### src/rtl/ppe_pkg.sv
// Shared packet layout, opcodes and FSM state type for the partial-product element.
package ppe_pkg;

    localparam int ADDR_START   = 32;
    localparam int ADDR_END     = 29;
    localparam int OPCODE_START = 28;
    localparam int OPCODE_END   = 25;
    localparam int DATA_START   = 24;
    localparam int DATA_END     = 0;

    // Bit position of the window index inside the partial-sum data field.
    localparam int J_POS = 16;

    localparam logic [OPCODE_START-OPCODE_END:0] OP_WEIGHT = 4'd0;
    localparam logic [OPCODE_START-OPCODE_END:0] OP_INPUT  = 4'd1;
    localparam logic [OPCODE_START-OPCODE_END:0] OP_PSUM   = 4'd2;

    typedef enum logic {
        S_IDLE,
        S_EMIT
    } state_t;

    typedef struct packed {
        logic [ADDR_START-ADDR_END:0]     addr;
        logic [OPCODE_START-OPCODE_END:0] opcode;
        logic [DATA_START-DATA_END:0]     data;
    } packet_t;

endpackage

### src/rtl/ppe_window_mac.sv
// Combinational dot product of one binary spike window with the filter weight row.
module ppe_window_mac
    import ppe_pkg::*;
#(
    parameter int FILTER_W = 5,
    parameter int WEIGHT_W = 8,
    parameter int PSUM_W   = 11
) (
    input  logic [FILTER_W-1:0]               i_spikes,
    input  logic [FILTER_W-1:0][WEIGHT_W-1:0] i_weights,
    output logic [PSUM_W-1:0]                 o_psum
);

    always_comb begin
        // NOTE: assign a default before the loop so no path leaves o_psum unassigned (no latch).
        o_psum = '0;
        for (int k = 0; k < FILTER_W; k++) begin
            if (i_spikes[k]) begin
                o_psum = o_psum + PSUM_W'(i_weights[k]);
            end
        end
    end

endmodule

### src/rtl/ppe_row_sync.sv
// Clocked partial-product element: loads a filter row, then emits one partial-sum packet per
// 1-D convolution window of each input spike row. Define PPE_SKIP_ZERO_EN to skip spike-free windows.
module ppe_row_sync
    import ppe_pkg::*;
#(
    parameter int PE_ID    = 5,
    parameter int SPE_ID   = 0,
    parameter int FILTER_W = 5,
    parameter int IFMAP_W  = 25,
    parameter int WEIGHT_W = 8,
    parameter int ADDR_W   = 4,
    parameter int OPCODE_W = 4,
    parameter int DATA_W   = 25
) (
    input  logic                             clk,
    input  logic                             reset,
    input  logic                             in_valid,
    output logic                             in_ready,
    input  logic [ADDR_W+OPCODE_W+DATA_W-1:0] in_data,
    output logic                             out_valid,
    input  logic                             out_ready,
    output logic [ADDR_W+OPCODE_W+DATA_W-1:0] out_data,
    output logic                             weights_loaded,
    output logic                             err_drop
);

    localparam int WPP    = DATA_W / WEIGHT_W;
    localparam int OUT_W  = IFMAP_W - FILTER_W + 1;
    localparam int PSUM_W = WEIGHT_W + $clog2(FILTER_W);
    localparam int IDX_W  = $clog2(OUT_W);
    localparam int CNT_W  = $clog2(OUT_W + 1);
    localparam int PTR_W  = $clog2(FILTER_W + 1);

    state_t                            r_state, w_next_state;
    packet_t                           w_in_pkt, w_out_pkt;
    logic [FILTER_W-1:0][WEIGHT_W-1:0] r_w;
    logic [PTR_W-1:0]                  r_w_ptr, w_w_base, w_ptr_next;
    logic [PTR_W:0]                    w_ptr_sum;
    logic                              r_loaded;
    logic [IFMAP_W-1:0]                r_spikes;
    logic [CNT_W-1:0]                  r_j;
    logic [IDX_W-1:0]                  w_idx;
    logic [FILTER_W-1:0]               w_window;
    logic [PSUM_W-1:0]                 w_psum;
    logic                              r_in_ready, r_out_valid, r_err_drop;
    packet_t                           r_out_data;
    logic                              w_in_xfer, w_addr_ok, w_is_weight, w_is_input;
    logic                              w_advance, w_more, w_last, w_skip;

    assign w_in_pkt    = in_data;
    assign w_in_xfer   = in_valid && r_in_ready;
    assign w_addr_ok   = (w_in_pkt.addr == ADDR_W'(PE_ID));
    assign w_is_weight = w_addr_ok && (w_in_pkt.opcode == OPCODE_W'(OP_WEIGHT));
    assign w_is_input  = w_addr_ok && (w_in_pkt.opcode == OPCODE_W'(OP_INPUT)) && r_loaded;

    // A weight packet arriving with a full row held restarts the load from slot 0.
    assign w_w_base   = r_loaded ? '0 : r_w_ptr;
    assign w_ptr_sum  = {1'b0, w_w_base} + (PTR_W+1)'(WPP);
    assign w_ptr_next = (w_ptr_sum >= (PTR_W+1)'(FILTER_W)) ? PTR_W'(FILTER_W)
                                                            : w_ptr_sum[PTR_W-1:0];

    // r_j indexes the window to be loaded next; OUT_W means every window has been loaded.
    assign w_advance = (r_state == S_EMIT) && (!r_out_valid || out_ready);
    assign w_more    = (r_j < CNT_W'(OUT_W));
    assign w_last    = (r_j == CNT_W'(OUT_W - 1));
    assign w_idx     = w_more ? r_j[IDX_W-1:0] : '0;
    assign w_window  = r_spikes[w_idx +: FILTER_W];

`ifdef PPE_SKIP_ZERO_EN
    assign w_skip = ~|w_window;
`else
    assign w_skip = 1'b0;
`endif

    ppe_window_mac #(
        .FILTER_W (FILTER_W),
        .WEIGHT_W (WEIGHT_W),
        .PSUM_W   (PSUM_W)
    ) u_mac (
        .i_spikes  (w_window),
        .i_weights (r_w),
        .o_psum    (w_psum)
    );

    always_comb begin
        w_out_pkt                      = '0;
        w_out_pkt.addr                 = ADDR_W'(SPE_ID);
        w_out_pkt.opcode               = OP_PSUM;
        w_out_pkt.data[PSUM_W-1:0]     = w_psum;
        w_out_pkt.data[J_POS +: IDX_W] = w_idx;
    end

    always_comb begin
        w_next_state = r_state;
        case (r_state)
            S_IDLE: if (w_in_xfer && w_is_input) w_next_state = S_EMIT;
            S_EMIT: if (w_advance && (!w_more || (w_skip && w_last))) w_next_state = S_IDLE;
            default: w_next_state = S_IDLE;
        endcase
    end

    always_ff @(posedge clk or posedge reset) begin
        if (reset) begin
            r_state <= S_IDLE;
        end else begin
            r_state <= w_next_state;
        end
    end

    always_ff @(posedge clk or posedge reset) begin
        if (reset) begin
            // NOTE: the weight row is a handful of flops and must read as zero after reset, so it is reset too.
            r_w         <= '0;
            r_w_ptr     <= '0;
            r_loaded    <= 1'b0;
            r_spikes    <= '0;
            r_j         <= '0;
            r_in_ready  <= 1'b0;
            r_out_valid <= 1'b0;
            r_out_data  <= '0;
            r_err_drop  <= 1'b0;
        end else begin
            // NOTE: sequential state is updated with non-blocking assignments only.
            r_in_ready <= (w_next_state == S_IDLE);
            r_err_drop <= w_in_xfer && !(w_is_weight || w_is_input);

            if (w_in_xfer && w_is_weight) begin
                for (int k = 0; k < FILTER_W; k++) begin
                    for (int i = 0; i < WPP; i++) begin
                        if (k >= i && w_w_base == PTR_W'(k - i)) begin
                            r_w[k] <= w_in_pkt.data[WEIGHT_W*i +: WEIGHT_W];
                        end
                    end
                end
                r_w_ptr  <= w_ptr_next;
                r_loaded <= (w_ptr_next == PTR_W'(FILTER_W));
            end

            if (w_in_xfer && w_is_input) begin
                r_spikes <= w_in_pkt.data[IFMAP_W-1:0];
                r_j      <= '0;
            end

            if (w_advance) begin
                if (w_more) begin
                    r_j         <= r_j + CNT_W'(1);
                    r_out_valid <= !w_skip;
                    if (!w_skip) begin
                        r_out_data <= w_out_pkt;
                    end
                end else begin
                    r_out_valid <= 1'b0;
                end
            end
        end
    end

    assign in_ready       = r_in_ready;
    assign out_valid      = r_out_valid;
    assign out_data       = r_out_data;
    assign weights_loaded = r_loaded;
    assign err_drop       = r_err_drop;

endmodule

### config.mk
export PLATFORM = sky130hd
export DESIGN_NAME = ppe_row_sync
export DESIGN_NICKNAME = d
export VERILOG_FILES = /design/src/rtl/ppe_pkg.sv /design/src/rtl/ppe_window_mac.sv /design/src/rtl/ppe_row_sync.sv
export SDC_FILE = /design/constraint.sdc
export NUM_CORES = 1
export LEC_CHECK = 0
export CAP_MARGIN = 20
export CORE_ASPECT_RATIO = 0.75
export CORE_MARGIN = 4
export CORE_UTILIZATION = 39
export DETAILED_ROUTE_END_ITERATION = 12
export DONT_BUFFER_PORTS = 1
export GPL_TIMING_DRIVEN = 0
export RECOVER_POWER = 100
export SETUP_SLACK_MARGIN = 0.05
export SLEW_MARGIN = 20
export SYNTH_ARGS = -nofsm -noshare
export SYNTH_HDL_FRONTEND = slang
export SYNTH_SLANG_ARGS = --single-unit
### constraint.sdc
create_clock -name clk -period 16.15 [get_ports clk]
set_clock_uncertainty 0.05 [all_clocks]
set_input_delay 2.4225 -clock clk [delete_from_list [all_inputs] [get_ports clk]]
set_output_delay 2.4225 -clock clk [all_outputs]
set_load 0.005 [all_outputs]
==> results.tsv, run 1 <==
stage	metric	value	unit
sta	relSlewSlack	-148	%
clocking	numCtsBuffers	9	
power	pwr-share-comb	9.8	%
finish	seq_share	29.7	%
floorplan	die_w	166	um
finish	instances_no_fill	1113	
yosys	synth_area	0.00734	mm^2
sta	maxSlewViolCount	78	
finish	area_growth	9.09	%
yosys	syn_inst	834	
sta	timing.setup.tns	0	ns
yosys	mux_share	13.9	%
finish	fin_nets	941	
finish	largest_reg_flops	40	
detailed_routing	top_layer	met5	
global_route	grt-busiest-layer	met1	
detailed_routing	antenna_left	0	
placement	dpl-instance-area	0.00773	mm^2
sta	max_freq	107	MHz
finish	comb_area_share	57.1	%
finish	logic_area	0.00457	mm^2
worst_setup_path	r2r_end	out_data[9]	
floorplan	fp_util	39.8	%
yosys	ys_types	75	
finish	drive_gt1_share	13.7	%
worst_setup_path	cp.depth	37	
finish	fillers	1819	
detailed_routing	wl_met3	2230	um
global_route	grtUsageMet3	6.48	%
worst_setup_path	crit_path_max_incr_delay	1.00	ns
flow_run	drv_cap	2	
finish	ff_count	95	
finish	signal_buffers	61	
detailed_routing	vias	6450	
worst_setup_path	critical_path.max_fanout	10	
sta	fin_ws	6.80	ns
yosys	simple_gate_share	15.9	%
finish	post-route-cell-area	0.00800	mm^2
yosys	ys_seq_share	32.4	%
yosys	synth_warnings	0	
yosys	flop_cell	dfrtp_1	
finish	layout.cells.most_common	dfrtp_1	
worst_setup_path	worst_setup_path_end_kind	flop	
floorplan	n_tap_cell	247	
clocking	cts_buffer_depth	2	
clocking	cts_sinks	95	
placement	placed_cells	1097	
yosys	synthArstFlopShare	100	%
global_route	met2_usage	30.2	%
yosys	top_cell_area_share	32.4	%
worst_setup_path	required	16.33	ns
power	irDropWorstVdd	0.0429	mV
global_route	overflow	0	
power	power.switching	0.000139	W
floorplan	die_h	127	um
status	violations	max-capacitance violations, max-slew violations	
clocking	clk_latency	0.36	ns
finish	area_dominant_class	combinational gates	
sta	fin_crit	9.35	ns
worst_setup_path	reg2regPathDepth	37	
detailed_routing	drtIter0Drc	609	
floorplan	dieArea	0.0211	mm^2
yosys	postSynthAreaPerCell	8.80	um^2
finish	largest_register	r_w	
detailed_routing	wl_met2	9420	um
clocking	htreeDepth	3	
min_path	min_delay_path_depth	2	
worst_setup_path	cp_slowest_cell	o31ai_1	
worst_setup_path	crit_buf_inv	4	
global_route	grtUsageMet1	31.3	%
yosys	yosysChipArea	0.00734	mm^2
power	p_seq_share	46.8	%
placement	gp_congestion	0.965	
clocking	cts_resized	0	
yosys	ys_sh_adder	7.74	%
yosys	yosys.area.top_type	dfrtp_1	
yosys	ys_cells	834	
power	power.group.top	sequential cells	
worst_setup_path	critPathKind	flop to flop	
yosys	synth-xor-area-share	2.03	%
min_path	hold_end	r_w_ptr[2]	
yosys	synth-compound-area-share	22.1	%
finish	clock_buffers	9	
worst_setup_path	r2r-start	r_j[1]	
status	status	finished, violations left	
sta	finalSetupViolCount	0	
power	power_density	65.5	mW/mm^2
finish	num_antenna_cells	0	
finish	fin_util	43.4	%
sta	finalCritPeriodShare	57.9	%
worst_setup_path	crit_top_cell	a21oi_1	
detailed_routing	via_per_inst	5.80	
yosys	edf_count	0	
min_path	hp-class	flop to flop	
power	clkPwrFrac	43.4	%
global_route	grt_max_degree	69	
global_route	antenna_found_initial	1	
power	p_int	0.000385	W
worst_setup_path	worstSetupStartpointType	flop	
placement	hpwlAfterDp	17300	um
sta	hold_viol	0	
sta	rsz0062_at_grt	false	
worst_setup_path	arrival	9.54	ns
power	p_clk	0.000228	W
clocking	post_cts_buffers	0	
yosys	synth.logic.top_family	AND-OR/OR-AND gates	
global_route	grt_usage	21.0	%
sta	hold_slack	0.439	ns
finish	inverters	35	
finish	logic_gates	659	
placement	pre_cts_slack	7.94	ns
min_path	hold_start	r_w_ptr[2]	
floorplan	io_pins	74	
placement	port_buffers	0	
power	total_power	0.000525	W
detailed_routing	drt-met1-wl	10400	um
worst_setup_path	rrSetupSlack	6.80	ns
worst_setup_path	cp_top_family	AND-OR/OR-AND gates	
finish	layout_top_cells	95 x dfrtp_1, 82 x o21ai_0, 79 x nand2_1	
power	seq_cell_power	0.000245	W
clocking	holdBufCountCts	0	
clocking	cts_root_buf	clkbuf_16	
worst_setup_path	startpoint	r_j[1]	
floorplan	core_area	0.0185	mm^2
detailed_routing	wl_per_cell	20.1	um
flow_run	warning_count	31	
finish	buffer_area_share	3.83	%
detailed_routing	wl	22300	um
global_route	grt_pass1_vias	6131	
detailed_routing	first_pass_iters	6	
floorplan	num_rows	43	
yosys	area_leaders	dfrtp_1 32%, mux2_2 8.4%, ha_1 6.7%	
sta	worst_pin_slew	3.72	ns
finish	clock_area_share	3.88	%
detailed_routing	drc_errors	0	
clocking	cts_tree	done	
yosys	ys_ff	95	
worst_setup_path	crit_end	out_data[9]	
power	pg_comb	0.0000514	W
clocking	clk_pin_slew	0.07	ns
-- run 1: cells in the mapped netlist (6+ instances only) --
| library cell | n |
|---|---|
| buf_2 | 11 |
| o21a_1 | 9 |
| nor2_1 | 58 |
| nor3_1 | 8 |
| nor2b_1 | 13 |
| dfrtp_1 | 95 |
| a211oi_1 | 8 |
| nand3_1 | 37 |
| a21oi_1 | 58 |
| xnor2_1 | 14 |
| mux2_2 | 55 |
| clkbuf_1 | 29 |
| o21ai_0 | 81 |
| and3_1 | 6 |
| inv_1 | 35 |
| nand2_1 | 79 |
| and2_1 | 8 |
| mux2i_1 | 33 |
| ha_1 | 39 |
| buf_4 | 18 |
| nand2b_1 | 13 |
| a21o_1 | 9 |
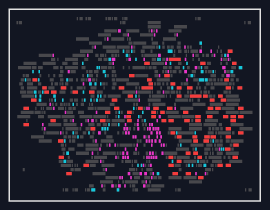
(run_1/logic_types.png)
Drawn at 1.5 px/um.
multiplexers -> red  # cells 91
NOR gates -> cyan  # cells 87
NAND gates -> magenta  # cells 134

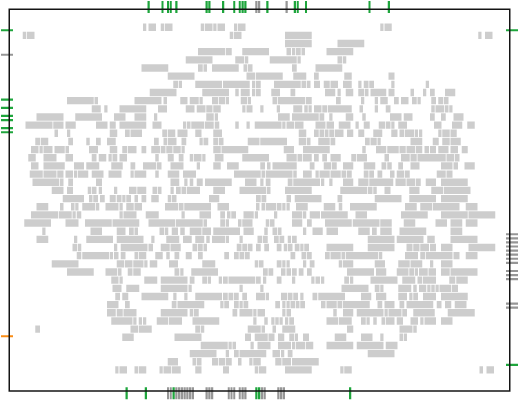
(run_1/io_placement.png)
Drawn at 3 px/um. Pins as bars across the die edge, other pins in grey.
reset -> orange  # pins 1, direction input, edge left
out_data -> green  # pins 33, direction output, edge 18 top, 7 left, 6 bottom, 2 right

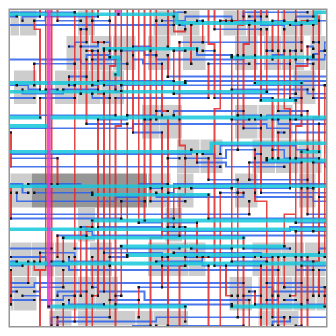
(run_1/detail.png)
Window x 71 to 96, y 26 to 51 um. Cells in grey, sequential cells in the stronger grey; small squares are vias.
metal 2 -> red
metal 3 -> cyan
metal 4 -> magenta
metal 1 -> blue
netlist names of flops here include = r_w (1)
sequential cells in the window = 1
most frequent = nand3_1 (22), o21ai_0 (17), nand2_1 (13)
cells with their middle in the window = 58

==> run_1/flops_by_reg.png <==
Drawn at 1.5 px/um.
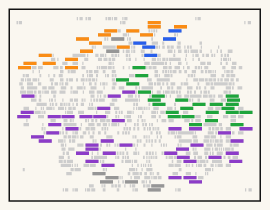

## Run 2: what changed since run 1
clock period = 9.4 ns   (was 16.15 ns; I/O delays follow)
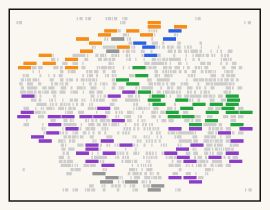
(run_2/flops_by_reg.png)
Drawn at 1.5 px/um.
r_j -> blue  # flops 5, where top centre
r_spikes -> green  # flops 25
out_data -> orange  # flops 17
r_w -> purple  # flops 40
not coloured = 8

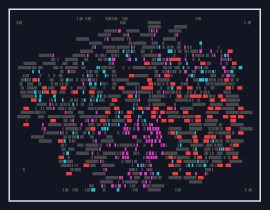
(run_2/logic_types.png)
Drawn at 1.5 px/um.
NAND gates -> magenta  # cells 134
multiplexers -> red  # cells 91
NOR gates -> cyan  # cells 87

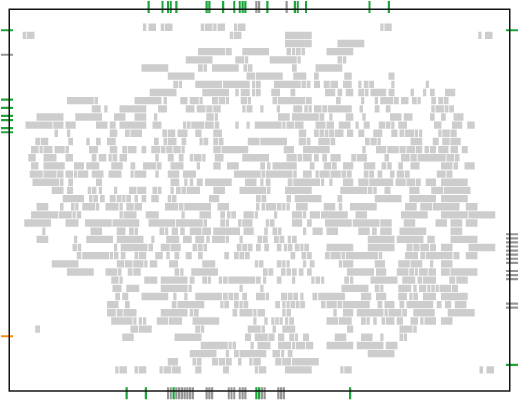
(run_2/io_placement.png)
Drawn at 3 px/um. Pins as bars across the die edge, other pins in grey.
out_data -> green  # pins 33, direction output, edge 18 top, 7 left, 6 bottom, 2 right
reset -> orange  # pins 1, direction input, edge left
all pins by edge = 29 bottom, 21 top, 15 right, 9 left

==> run 2 against run 1 <==
Effect of this change: the flow still finishes with violations (max-capacitance violations, max-slew violations); utilization is essentially flat; routed wire length is essentially flat; final cell count is the same; total power grew 72%.
==> results.tsv, run 2 <==
stage	metric	value	unit
floorplan	dieArea	0.0211	mm^2
yosys	yosys.area.top_type	dfrtp_1	
worst_setup_path	crit_path_max_incr_delay	0.65	ns
worst_setup_path	critical_path.max_fanout	10	
placement	gp_congestion	0.965	
placement	hpwlAfterDp	17300	um
floorplan	die_w	166	um
floorplan	die_h	127	um
detailed_routing	vias	6398	
global_route	grt_max_degree	69	
floorplan	n_tap_cell	247	
finish	largest_reg_flops	40	
finish	drive_gt1_share	14.2	%
yosys	top_cell	dfrtp_1	
clocking	clk_pin_slew	0.07	ns
sta	hold_slack	0.440	ns
finish	logic_area	0.00457	mm^2
detailed_routing	via_per_inst	5.75	
clocking	cts_tree	done	
min_path	hp-class	flop to flop	
placement	pre_cts_slack	1.19	ns
placement	port_buffers	0	
finish	largest_register	r_w	
global_route	grt-busiest-layer	met1	
detailed_routing	antenna_left	0	
flow_run	drv_cap	3	
power	power.switching	0.000240	W
yosys	top_cell_area_share	32.4	%
finish	clock_buffers	9	
finish	layout.cells.most_common	dfrtp_1	
yosys	synth-xor-area-share	2.03	%
placement	dpl-instance-area	0.00773	mm^2
sta	fin_ws	0.899	ns
global_route	overflow	0	
finish	signal_buffers	61	
placement	placed_cells	1097	
finish	post-route-cell-area	0.00801	mm^2
worst_setup_path	worstSetupStartpointType	flop	
global_route	grt_usage	21.0	%
yosys	mux_share	13.9	%
worst_setup_path	crit_buf_inv	4	
yosys	flop_cell	dfrtp_1	
detailed_routing	first_pass_iters	5	
clocking	numCtsBuffers	9	
sta	finalCritPeriodShare	90.4	%
global_route	met2_usage	30.2	%
clocking	cts_buffer_depth	2	
yosys	ys_seq_share	32.4	%
global_route	grt_pass1_vias	6131	
power	power_density	113	mW/mm^2
yosys	ys_types	75	
detailed_routing	wl_per_cell	20.1	um
finish	instances_no_fill	1113	
yosys	ys_cells	834	
status	violations	max-capacitance violations, max-slew violations	
finish	inverters	35	
detailed_routing	drt-met1-wl	10400	um
sta	maxSlewViolCount	86	
yosys	synth_warnings	0	
clocking	cts_resized	0	
yosys	yosysChipArea	0.00734	mm^2
finish	ff_count	95	
yosys	syn_inst	834	
sta	relSlewSlack	-147	%
yosys	synth.logic.top_family	AND-OR/OR-AND gates	
status	status	finished, violations left	
finish	fillers	1816	
## run 2: power groups by stage
stage	sequential [W]	combinational (W)	clock (W)
6_report	0.000422	0.0000883	0.000392
4_1_cts	0.000421	0.0000884	0.000400
3_5_place_dp	0.000430	0.0000879	0
5_1_grt	0.000422	0.0000992	0.000419
2_1_floorplan	0.000428	0.0000669	0
3_3_place_gp	0.000430	0.0000851	0
## run 2: path summary, 6_finish.rpt
check,start,end,slack (ns),cells after the start
worst max-delay path,r_j[0],out_data[9],0.90,35
worst min-delay path,r_w_ptr[2],r_w_ptr[2],0.44,2
worst max register to register,r_j[0],out_data[9],0.90,35
worst min register to register,r_w_ptr[2],r_w_ptr[2],0.44,2
max in group asynchronous,reset,r_spikes[18],4.10,2
min in group asynchronous,reset,r_w[34],1.14,1
==> run_2/detail.png <==
Window x 71 to 96, y 26 to 51 um. Cells in grey, sequential cells in the stronger grey; small squares are vias.
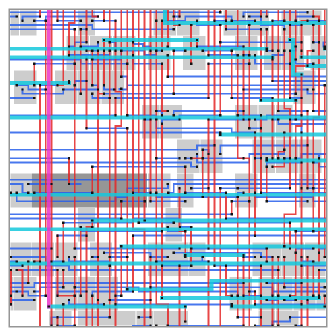

## Run 3: what changed since run 2
DONT_BUFFER_PORTS = default   (was 1)
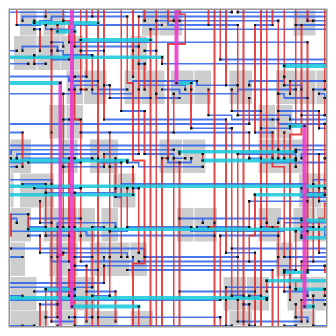
(run_3/detail.png)
Window x 71 to 96, y 26 to 51 um. Cells in grey, sequential cells in the stronger grey; small squares are vias.
metal 4 -> magenta
metal 2 -> red
metal 1 -> blue
metal 3 -> cyan
most frequent = nand3_1 (15), nand2_1 (12), o21ai_0 (8)
cells with their middle in the window = 51
sequential cells in the window = 0

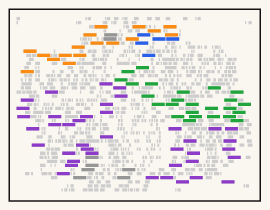
(run_3/flops_by_reg.png)
Drawn at 1.5 px/um.
r_w -> purple  # flops 40
out_data -> orange  # flops 17
r_j -> blue  # flops 5, where top centre
r_spikes -> green  # flops 25
not coloured = 8

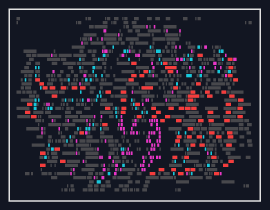
(run_3/logic_types.png)
Drawn at 1.5 px/um.
NAND gates -> magenta  # cells 134
NOR gates -> cyan  # cells 87
multiplexers -> red  # cells 91

==> run 3 against run 2 <==
Effect of this change: the run still ends with max-capacitance violations, max-slew violations left; setup slack improved by 0.081 ns; synthesized area did not move; total power down 2.4%; die area unchanged; critical endpoint unchanged; clock power fell by 13%.
==> results.tsv, run 3 <==
stage	metric	value	unit
clocking	cts_tree	done	
power	p_int	0.000643	W
power	total_power	0.000881	W
global_route	grt_usage	21.0	%
finish	seq_area	0.00238	mm^2
finish	fin_util	46.3	%
finish	clock_buffers	10	
worst_setup_path	startpoint	r_j[1]	
floorplan	die_h	127	um
clocking	clk_latency	0.35	ns
worst_setup_path	rrSetupSlack	0.98	ns
worst_setup_path	critPathKind	flop to flop	
finish	inverters	35	
status	violations	max-capacitance violations, max-slew violations	
yosys	synth_warnings	0	
clocking	htreeDepth	3	
detailed_routing	first_pass_iters	7	
worst_setup_path	crit_buf_inv	4	
floorplan	dieArea	0.0211	mm^2
sta	fin_ws	0.980	ns
sta	relSlewSlack	-77.6	%
finish	area_growth	16.5	%
power	p_seq_share	47.9	%
global_route	grt_pass1_wl	35200	um
global_route	grtUsageMet1	33.0	%
yosys	synthArstFlopShare	100	%
worst_setup_path	crit_end	out_data[9]	
sta	fin_crit	8.42	ns
detailed_routing	drt-met1-wl	11200	um
power	power_density	103	mW/mm^2
yosys	yosys.area.top_type	dfrtp_1	
yosys	yosysChipArea	0.00734	mm^2
placement	dpl-instance-area	0.00830	mm^2
finish	layout.cells.most_common	dfrtp_1	
finish	layout_top_cells	95 x dfrtp_1, 82 x o21ai_0, 79 x nand2_1	
worst_setup_path	r2r_end	out_data[9]	
finish	ff_count	95	
finish	largest_register	r_w	
finish	logic_gates	659	
sta	hold_viol	0	
detailed_routing	antenna_left	0	
yosys	netlist_top_cells_count	95 x dfrtp_1, 81 x o21ai_0, 79 x nand2_1	
worst_setup_path	worst_setup_path_end_kind	flop	
worst_setup_path	arrival	8.60	ns
finish	signal_buffers	118	
placement	port_buffers	57	
floorplan	fp_util	39.8	%
floorplan	io_pins	74	
yosys	ys_types	75	
yosys	ys_seq_share	32.4	%
worst_setup_path	crit_path_max_incr_delay	0.65	ns
power	swShare	27.0	%
yosys	syn_inst	834	
detailed_routing	top_layer	met5	
clocking	holdBufCountCts	0	
placement	hpwlAfterDp	17300	um
clocking	numCtsBuffers	9	
yosys	top_cell_area_share	32.4	%
finish	seq_share	27.8	%
finish	fin_nets	998	
worst_setup_path	reg2regPathDepth	36	
worst_setup_path	crit_top_cell	a21oi_1	
worst_setup_path	cp.depth	36	
clocking	cts_resized	0	
worst_setup_path	cp_slowest_cell	o31ai_2	
yosys	area_leaders	dfrtp_1 32%, mux2_2 8.4%, ha_1 6.7%	
power	clkPwrFrac	39.0	%
sta	finalSetupViolCount	0	
min_path	hold_start	out_data[26]	
min_path	hold_end	out_data[26]	
min_path	hp-class	flop to flop	
yosys	synth_area	0.00734	mm^2
yosys	postSynthAreaPerCell	8.80	um^2
detailed_routing	wl	22400	um
clocking	post_cts_buffers	0	
yosys	ys_ff	95	
sta	maxSlewViolCount	98	
yosys	ys_cells	834	
finish	largest_reg_flops	40	
status	status	finished, violations left	
power	irDropWorstVdd	0.0704	mV
global_route	met2_usage	29.1	%
sta	timing.setup.tns	0	ns
sta	rsz0062_at_grt	false	
finish	comb_area_share	53.5	%
placement	gp_congestion	0.965	
floorplan	num_rows	43	
global_route	grt_max_degree	49	
detailed_routing	wl_per_cell	19.2	um
yosys	edf_count	0	
detailed_routing	vias	6552	
floorplan	n_tap_cell	247	
global_route	grtUsageMet3	5.20	%
worst_setup_path	required	9.58	ns
power	p_clk	0.000343	W
detailed_routing	via_per_inst	5.60	
detailed_routing	drtIter0Drc	691	
finish	area_dominant_class	combinational gates	
yosys	flop_cell	dfrtp_1	
worst_setup_path	r2r-start	r_j[1]	
power	power.switching	0.000238	W
finish	clock_area_share	3.21	%
finish	post-route-cell-area	0.00854	mm^2
sta	max_freq	119	MHz
finish	num_antenna_cells	0	
flow_run	drv_cap	3	
global_route	grt_pass1_vias	6043	
clocking	cts_buffer_depth	2	
worst_setup_path	worstSetupStartpointType	flop	
clocking	clk_pin_slew	0.07	ns
global_route	grt-busiest-layer	met1	
placement	pre_cts_slack	1.27	ns
min_path	min_delay_path_depth	1	
finish	fillers	1822	
power	pwr-share-comb	13.1	%
clocking	cts_root_buf	clkbuf_16	
worst_setup_path	critical_path.max_fanout	10	
finish	logic_area	0.00457	mm^2
worst_setup_path	cp_top_family	AND-OR/OR-AND gates	
detailed_routing	drc_errors	0	
global_route	antenna_found_initial	2	
sta	finalCritPeriodShare	89.6	%
sta	worst_pin_slew	2.66	ns
power	power.group.top	sequential cells	
flow_run	warning_count	31	
floorplan	core_area	0.0185	mm^2
power	seq_cell_power	0.000422	W
finish	buffer_area_share	10.3	%
power	pg_comb	0.000116	W
detailed_routing	wl_met2	9090	um
run 3: cell counts after synthesis:
Identical to the previous run, type by type.
run 3: worst register-to-register path, delay by kind of cell (launching register included):
kind | cells | cell delay, ns
and+or+nand+nor | 7 | 1.16
adders and majority gates | 5 | 1.60
DFF | 1 | 0.38
muxes | 2 | 0.72
xor gates and xnor gates | 2 | 0.27
AOI/OAI and AO/OA | 16 | 3.13
buffers and inverters | 4 | 1.00
run 3: through the flow:
step                      hold slack [ns]  std cells
after floorplan                     0.397        849
after global placement              0.408       1153
after detailed placement            0.417       1154
after CTS                           0.437       1170
after global routing                0.448       1170
final                               0.424       1170
run 3: logic make-up after synthesis:
logic type,share of synthesized area [%]
buf+inv,5.97
xor+xnor,2.03
compound gates,22.1
fa+ha+maj,7.74
simple gates,15.9
mux,13.9
flops,32.4
other cells,0.0511
Power and IR drop assume default switching activity.
